==> config.mk <==
export PLATFORM = sky130hd
export DESIGN_NAME = ballot_input_conditioner_flat
export DESIGN_NICKNAME = d
export VERILOG_FILES = /design/src/rtl/ballot_pkg.sv /design/src/rtl/ballot_input_conditioner_if.sv /design/src/rtl/ballot_input_conditioner_input_debouncer.sv /design/src/rtl/ballot_input_conditioner.sv /design/src/flat_wrapper.sv
export SDC_FILE = /design/constraint.sdc
export NUM_CORES = 1
export LEC_CHECK = 0
export CAP_MARGIN = 10
export CORE_MARGIN = 8
export CORE_UTILIZATION = 45
export CTS_BUF_LIST = sky130_fd_sc_hd__clkbuf_4 sky130_fd_sc_hd__clkbuf_8
export CTS_CLUSTER_DIAMETER = 100
export DETAILED_ROUTE_END_ITERATION = 10
export PLACE_DENSITY = 0.65
export SKIP_CTS_REPAIR_TIMING = 1
export SYNTH_ARGS = -nofsm -noshare
export SYNTH_HDL_FRONTEND = slang
export SYNTH_HIERARCHICAL = 1
export SYNTH_SLANG_ARGS = --single-unit
==> constraint.sdc <==
create_clock -name clk -period 4.3 [get_ports clk]
set_clock_uncertainty 0.15 [all_clocks]
set_input_delay 0.43 -clock clk [delete_from_list [all_inputs] [get_ports clk]]
set_output_delay 0.43 -clock clk [all_outputs]
set_load 0.005 [all_outputs]
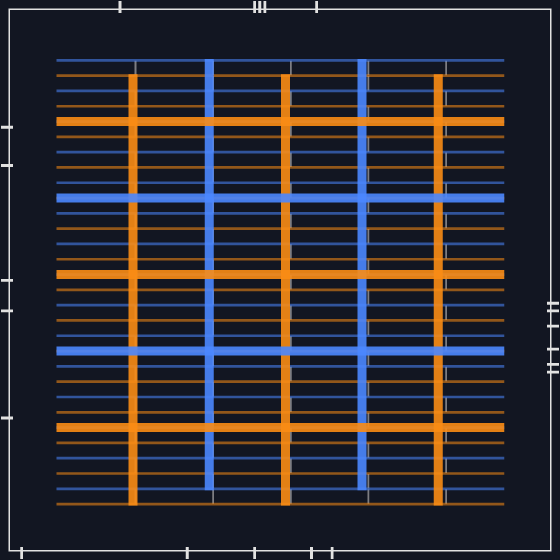
(images/floorplan.png)
Pins as bars on the die edge. Tap cells in gray.
blue -> VDD
orange -> VSS
tap cells = 77
met4 straps = 5
met1 rails = 30
signal pins = 21
DIE HEIGHT: 96.0 µm
worst vdd ir: 0.198 mV

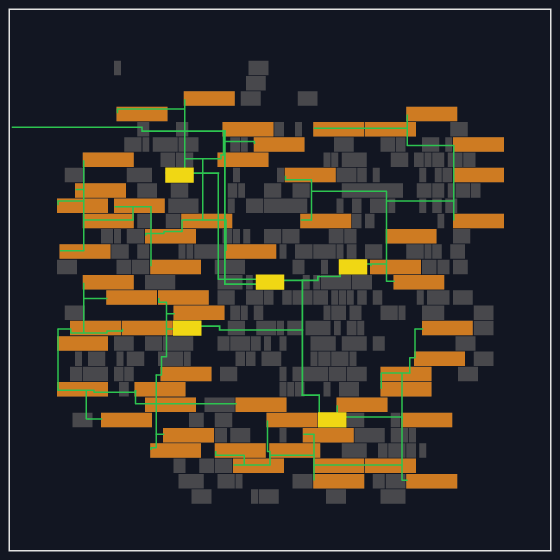
(images/clock_wires.png)
orange -> flip-flops  # count 56
green -> clock wires  # length 638 µm
yellow -> clock-net drivers  # count 5
routed clock nets = 6
clock share of power: 33.3%
clk ins delay skew pair: 0.31 ns

==> impl_metrics.toml <==
# yosys + openroad results
[final_layout]
fin_nets = 301
drive_gt1_share_pct = 11.4
largest_reg_flops = 20
design_area_um2 = 3190
antennaDiodeCount = 0
syn_to_final_growth_pct = 10.8

[synthesis]
ys.flops = 56
synth_top_flop_cell = "dfrtp_1"
synth_cells = 264
largest_area_cell = "dfrtp_1"
edf_count = 0
synthesis.area_um2 = 2880
topCellsByArea = "dfrtp_1, ha_1, xnor2_1"
postSynthSeqShare_pct = 48.7
synth_top_area_share_pct = 48.7
most_common_cell = "dfrtp_1"
common_cells = "dfrtp_1, nand2_1, nor2_1"
avgSynthCellArea_um2 = 10.9
yosys_warnings = 6
fp_nets = 283
yosysUniqueCellTypes = 53
ys_cells = 264
ys_chip_area_um2 = 2880
async_flop_share_pct = 100

[worst_hold_path]
hold_path_class = "reg -> reg"
holdPathStages = 0

[clock_tree]
cts_buffers = 5
cts_sinks = 56
cts_root_buf = "clkbuf_8"
clockBufferDepth = 2
cts_tree = "done"
htree_levels = 2
clk_pin_slew_ns = 0.09

[final_timing]
final_hold_viol_count = 0
fin_crit_sh_pct = 60.9
tightest_slew_ns = 0.808
final.setup.worst_slack_ns = 1.68
rsz0062_at_grt = "false"
setup_viol = 0
setup_tns_ns = 0
timing.fmax_ghz = 0.382
finalMaxSlewViolations = 0
fin_crit_ns = 2.62
slew_headroom_pct = 46.1

[worst_setup_path]
worstPathRequired_ns = 4.34
r2r_slack_ns = 1.68
worstPathArrival_ns = 2.66
crit_path_max_fanout = 13
crit_type = "reg -> reg"
cp-end-kind = "flop"
cp-start-kind = "flop"
r2r_cells = 6

[flow_run]
max_cap_viol_count = 0
tool_warnings = 30

[detailed_routing]
top_layer = "met4"
vias = 1998
met1_length_um = 2440
ant_nets = 0
drtPass1Iterations = 4
drc = 0
wl_met3_um = 192
wl_met2_um = 2360
viasPerCell = 5.58
wirelength_um = 5030
wl_per_cell_um = 14.1
drt_iter0_markers = 90

[placement]
dp_hpwl_um = 3690
place_congestion = 0.781
dpl-instance-area_um2 = 3090
numPortBuffers = 18
dp_slack_ns = 1.48

[floorplan]
core_area_um2 = 6280
fp.dieW_um = 96.0
fp_util_pct = 45.9
rows = 29
chipArea_um2 = 9210
io_pins = 21

[global_route]
track_usage_pct = 11.8
grt_pass1_wl_um = 8680
overflow = 0
grt_max_degree = 22
antenna_found_initial = 0
grt_pass1_vias = 1943

[pwr]
powerDensity_nw_per_um2 = 305
p_leak_uw = 0.00148

[run_status]
status = "complete, no violations"
## cells by family after synthesis
group / after synthesis / synth area share (%)
and+or+nand+nor: 87 / 17.6
xor gates and xnor gates: 16 / 4.87
adders and majority gates: 10 / 4.35
muxes: 12 / 5.13
AOI/OAI and AO/OA: 60 / 15.0
buffers and inverters: 22 / 4.17
other: 1 / 0.130
DFF: 56 / 48.7
## cells in the final DEF (no fill, tap or decap), drive strengths merged, types with 3 or more instances in the layout
| cell | Yosys | layout |
|---|---|---|
| dfrtp | 56 | 56 |
| nand2 | 23 | 23 |
| nor2 | 19 | 19 |
| clkdlybuf4s50 | 0 | 18 |
| o21ai | 16 | 16 |
| inv | 15 | 15 |
| ha | 10 | 10 |
| xnor2 | 10 | 10 |
| nor3 | 9 | 9 |
| nand3 | 8 | 8 |
| a21oi | 7 | 7 |
| mux2 | 7 | 7 |
| xor2 | 6 | 6 |
| a21o | 6 | 6 |
| clkbuf | 1 | 5 |
| mux2i | 5 | 5 |
| nor2b | 5 | 5 |
| nor3b | 5 | 5 |
| o31ai | 4 | 4 |
| a31oi | 4 | 4 |
| a211o | 3 | 3 |
| o211a | 3 | 3 |
| nand2b | 3 | 3 |
| a311oi | 3 | 3 |
| nor4b | 3 | 3 |
## routing by layer
| metal | track usage (%) | vias up |
|---|---|---|
| met3 | 3.59 | 5 |
| met4 | 4.35 | 0 |
| met1 | 14.6 | 991 |
| met5 | 0 | - |
| li1 | - | 973 |
| met2 | 19.0 | 29 |
## per-stage QoR
stage	hold WS (ns)	util (%)	power, µW	cells
final	0.204	50.8	972	358
after global routing	0.211	50.8	1020	358
after CTS	0.207	50.8	986	358
after detailed placement	0.185	49.3	659	352
after global placement	0.183	49.3	657	352
after floorplan	0.0834	-	632	264
## power by group
group          total [µW]  internal, µW  switching, µW
Sequential            561           544           16.9
Combinational        87.9          38.8           49.1
Clock                 324           167            156
## cell type report
type                    instances  area, µm²
inverters                      15       56.3
multi-input cells             186       1360
repair buffers                 18        180
well taps                      77       96.3
clock buffers                   5       68.8
fillers                       586       3090
clock inverters                 1       30.0
flip-flops and latches         56       1400
## critical path: stages, from the launching register on
cell and delay (ns):
dfrtp_1 0.62, nor4b_2 0.31, a211oi_2 0.11, nor2_1 0.29, nor3_1 0.09, o311ai_0 0.54
mux2_2 0.40
Power and IR drop assume default switching activity.
